Design mul_pipe_array, sky130hd; sources not shown.
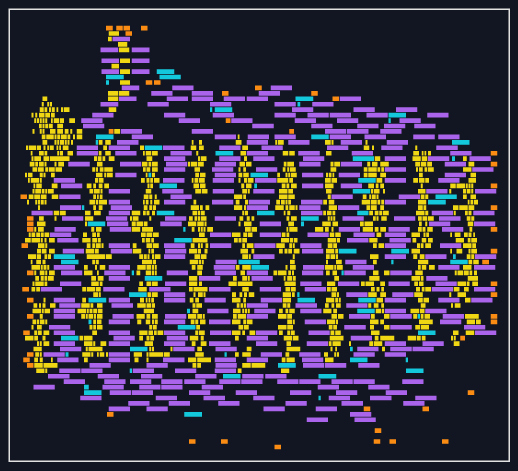
run_1/cell_classes.png
Drawn at 2 px/um.
- other buffers and delay cells: orange (cells 50)
- flip-flops: purple (cells 354)
- all other logic: yellow (cells 977)
- clock drivers and dummy loads: cyan (cells 74)
total core area: 50700 um2
utilization after layout: 40.3%

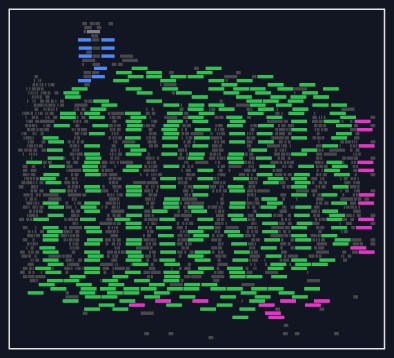
run_1/registers.png
Drawn at 1.5 px/um. Other sequential cells in the stronger grey, the rest of the logic in the fainter grey.
- z: magenta (flops 20)
- g_stage.vld_q: blue (flops 9; where top left)
- g_stage.stg_q: green (flops 324)
- not coloured: 1
power in sequential cells: 800 uW
Sequential cell area: 10600 um2
register fraction of the total cell area: 51.8%

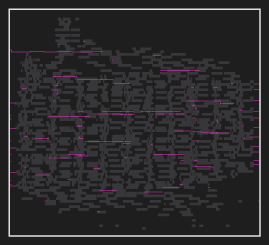
run_1/met3.png
Drawn at 1 px/um.
- wire length on this layer: 955 um
- nets with wire on the layer: 61
- main direction: horizontal
- longest straight run: 45.8 um
met3 track utilization from global routing: 2.07%
Vias: 10100
Routed Wire Length: 27900 um

==> flow_metrics.env, run 1 <==
# yosys + openroad results
export IMPL_status="completed"
export IMPL_postLayoutSetupSlackWorst_ns=16.29
export IMPL_finalPower_mw=1.99
export IMPL_worstSetupEndpointType="output port"
export IMPL_finalClockPeriodUsage_pct=55.0
export IMPL_max_cap_viol_count=0
export IMPL_post_cts_repair_setup_buffers=0
export IMPL_global_route_wire_length_before_repair_um=47900
export IMPL_avgSynthCellArea_um2=13.4
export IMPL_cts_hold_fix_buffers=0
export IMPL_fmax_mhz=50.2
export IMPL_worst_hold_path_num_cells=0
export IMPL_setup_tns_final_ns=0
export IMPL_tritoncts="built"
export IMPL_setup_repair_after_global_routing_missed_its_margin="false"
export IMPL_power_density_cell_area_nw_per_um2=97.6
export IMPL_finalMaxSlewViolations=0
export IMPL_first_global_vias=10500
export IMPL_num_rows=78
export IMPL_via_per_inst=4.72
export IMPL_synth_area_um2=18000
export IMPL_drt_initial_drc_count=407
export IMPL_die_y_um=225
export IMPL_fp_util_pct=35.6
export IMPL_power_leakage_nw=7.71
export IMPL_layout_skew_ns=0.0128
export IMPL_r2r_cells=8
export IMPL_crit_cells=4
export IMPL_post_route_min_period_ns=19.91
export IMPL_wl_per_cell_um=13.1
export IMPL_pre_repair_dr_iteration_count=5
export IMPL_openroad_warnings=28
export IMPL_placedCellCount=2061
export IMPL_cp_num_buf_inv=3
export IMPL_drt_antenna_violating_nets=0
export IMPL_grt_util_overall_pct=9.91
export IMPL_maximum_number_of_pins_on_one_net_before_global_route_repair=85
export IMPL_drc=0
export IMPL_worst_pin_slew_ns=0.987
export IMPL_slowest_stage_cell_cp="sky130_fd_sc_hd__clkdlybuf4s50_1"
export IMPL_cp_max_fo=66
export IMPL_finalWeightedCongestion=0.889
export IMPL_fin_hold_viols=0
export IMPL_numPortBuffers=46
export IMPL_clock_tree_root_cell="sky130_fd_sc_hd__clkbuf_16"
export IMPL_critical_path_arrival_ns=10.86
export IMPL_cts_root_to_sink_buffers=3
export IMPL_worst_ep_required_time_ns=27.15
export IMPL_critical_path_top_delay_family="buffers and inverters"
==> run 1: worst register-to-register path, stage by stage, from the launching register on <==
cell and delay (ns):
sky130_fd_sc_hd__edfxtp_1 0.51, sky130_fd_sc_hd__and2_1 0.20, sky130_fd_sc_hd__ha_1 0.23, sky130_fd_sc_hd__fa_1 0.44
sky130_fd_sc_hd__a211oi_1 0.42, sky130_fd_sc_hd__o21bai_1 0.13, sky130_fd_sc_hd__a21oi_1 0.26, sky130_fd_sc_hd__a21oi_1 0.13
sky130_fd_sc_hd__xor2_1 0.16
==> run 1: metal layers <==
layer / global-route usage (%) / part of all wire (%) / up-vias
li1: - / - / 5114
met1: 10.7 / 41 / 4760
met2: 19.0 / 53 / 141
met3: 2.07 / 3.4 / 63
met4: 3.70 / 2.8 / 0
met5: 0 / 0 / -
==> run 1: power breakdown <==
group	switching [mW]	internal, mW
Clock	0.157	0.246
Sequential	0.0775	0.722
Combinational	0.442	0.348
==> run 1: placed cells by master (no fill, tap or decap), types with 11 or more instances in the layout <==
cell                              count
sky130_fd_sc_hd__a21o_1              26
sky130_fd_sc_hd__a21oi_1             84
sky130_fd_sc_hd__and2_1              82
sky130_fd_sc_hd__and3_1              18
sky130_fd_sc_hd__clkbuf_16           42
sky130_fd_sc_hd__clkdlybuf4s50_1     46
sky130_fd_sc_hd__clkinv_1            12
sky130_fd_sc_hd__clkinv_2            11
sky130_fd_sc_hd__conb_1              46
sky130_fd_sc_hd__edfxtp_1           344
sky130_fd_sc_hd__ha_1               103
sky130_fd_sc_hd__inv_1               37
sky130_fd_sc_hd__nand2_1             75
sky130_fd_sc_hd__nand3_1             32
sky130_fd_sc_hd__nand4_1             13
sky130_fd_sc_hd__nor2_1              47
sky130_fd_sc_hd__nor2b_1             12
sky130_fd_sc_hd__nor3_1              12
sky130_fd_sc_hd__o21ai_0             28
sky130_fd_sc_hd__o21ai_1             14
sky130_fd_sc_hd__o21bai_1            11
sky130_fd_sc_hd__xnor2_1             98
sky130_fd_sc_hd__xor2_1              45
==> run 1: cell type report <==
cell class                      instances  area [um2]  share of cell area [%]
Inverter                               39         154                   0.754
Multi-Input combinational cell        938        7000                    34.3
Sequential cell                       354       10600                    51.8
Clock inverter                         29         270                    1.32
Tap cell                              680         851                    4.17
Timing Repair Buffer                   50         490                    2.40
Clock buffer                           45        1060                    5.20
## Run 2: what changed since run 1
clock period = 20.3 ns   (was 36.2 ns; I/O delays follow)
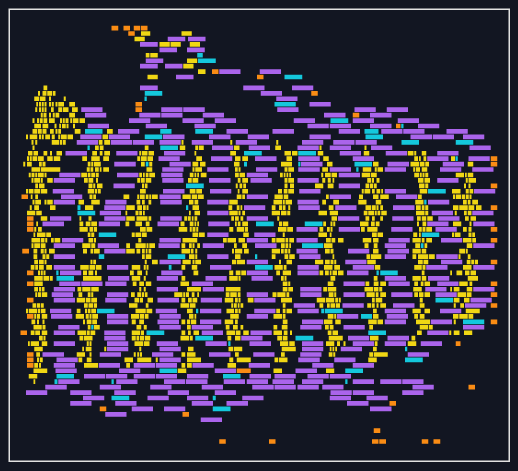
run_2/cell_classes.png
Drawn at 2 px/um.
- other buffers and delay cells: orange (cells 49)
- flip-flops: purple (cells 354)
- all other logic: yellow (cells 977)
- clock drivers and dummy loads: cyan (cells 72)
register fraction of the total cell area: 52.1%
std cell rows: 78
utilization after layout: 40.1%

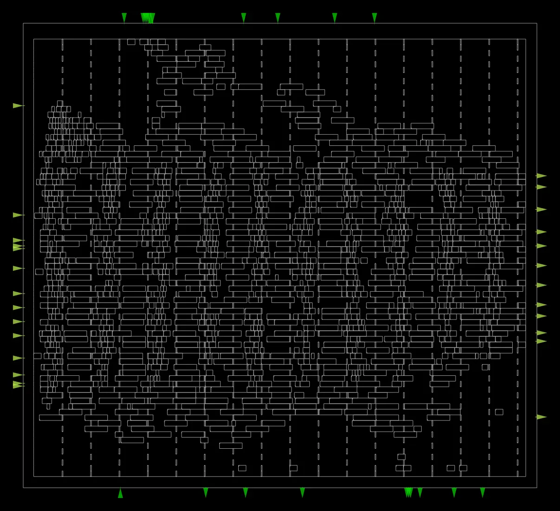
run_2/final_placement.png
tally of non-filler cells in the final layout: 2132
Tap Cells: 680

==> run 2 against run 1 <==
Worst hold slack improved by 0.00091 ns. Clock skew rose by 0.0069 ns. Highest routed layer unchanged. Critical endpoint unchanged. Sequential cell count stayed put. Clock-buffer cell count rose by 2. Largest power group unchanged.
==> flow_metrics.env, run 2 <==
# yosys + openroad results
export IMPL_drt_initial_drc_count=405
export IMPL_final_seq_area_um2=10600
export IMPL_worst_hold_path_num_cells=0
export IMPL_tritoncts="built"
export IMPL_finalMaxSlewViolations=0
export IMPL_worst_ep_required_time_ns=15.23
export IMPL_detail_route_wirelength_um=27800
export IMPL_die_y_um=225
export IMPL_worstSetupEndpointType="output port"
export IMPL_lay_top_count="sky130_fd_sc_hd__edfxtp_1"
export IMPL_routed_via_count=10000
export IMPL_layout_area_comb_um2=7000
export IMPL_pre_repair_dr_iteration_count=5
export IMPL_synth_area_um2=18000
export IMPL_fmax_mhz=83.6
export IMPL_critical_path_arrival_ns=6.88
export IMPL_drt_antenna_violating_nets=0
export IMPL_openroad_warnings=30
export IMPL_via_per_inst=4.71
export IMPL_coreArea_um2=50700
export IMPL_finalWeightedCongestion=0.878
export IMPL_fp_util_pct=35.6
export IMPL_avgSynthCellArea_um2=13.4
export IMPL_cts_hold_fix_buffers=0
export IMPL_wl_per_cell_um=13.1
export IMPL_numPortBuffers=46
export IMPL_setup_repair_after_global_routing_missed_its_margin="false"
export IMPL_power_leakage_nw=7.66
export IMPL_first_global_vias=10300
export IMPL_status="completed"
export IMPL_worst_pin_slew_ns=0.891
export IMPL_post_route_min_period_ns=11.96
export IMPL_max_cap_viol_count=0
export IMPL_fin_hold_viols=0
export IMPL_finalClockPeriodUsage_pct=58.9
run 2: critical path, stage by stage:
cell and delay [ns]:
sky130_fd_sc_hd__clkdlybuf4s50_1 0.44, sky130_fd_sc_hd__nor2b_4 0.43, sky130_fd_sc_hd__inv_8 0.22, sky130_fd_sc_hd__clkdlybuf4s50_1 0.64
run 2: metal layers:
layer  GRT usage, %  vias to the layer above  share of wire (%)
li1               -                     5104                  -
met4           3.58                        0                3.3
met5              0                        -                  0
met2           18.9                      158                 53
met3           2.45                       76                3.7
met1           10.5                     4698                 40
run 2: final cells by class:
cell class / count / share of cell area (%)
Sequential cell: 354 / 52.1
Clock inverter: 25 / 1.15
Timing Repair Buffer: 49 / 2.44
Clock buffer: 47 / 4.95
Inverter: 39 / 0.757
Tap cell: 680 / 4.19
Multi-Input combinational cell: 938 / 34.5
run 2: report_power, final:
group	internal (mW)	leakage, nW	switching [mW]	total (mW)
Combinational	0.620	3.48	0.787	1.41
Clock	0.396	0.610	0.279	0.675
Sequential	1.29	3.57	0.139	1.43
run 2: per-stage QoR:
stage,instances,instance area [um2],power (mW),utilization (%),worst slack (ns)
final,2132,20300,3.51,40.1,8.34
after global routing,2132,20300,3.77,40.1,8.26
after CTS,2132,20300,3.55,40.1,8.32
after detailed placement,2060,19100,2.85,37.7,8.34
after global placement,2060,19100,2.80,37.7,8.35
after floorplan,1392,18200,2.63,-,3.24
Power and IR drop assume default switching activity.
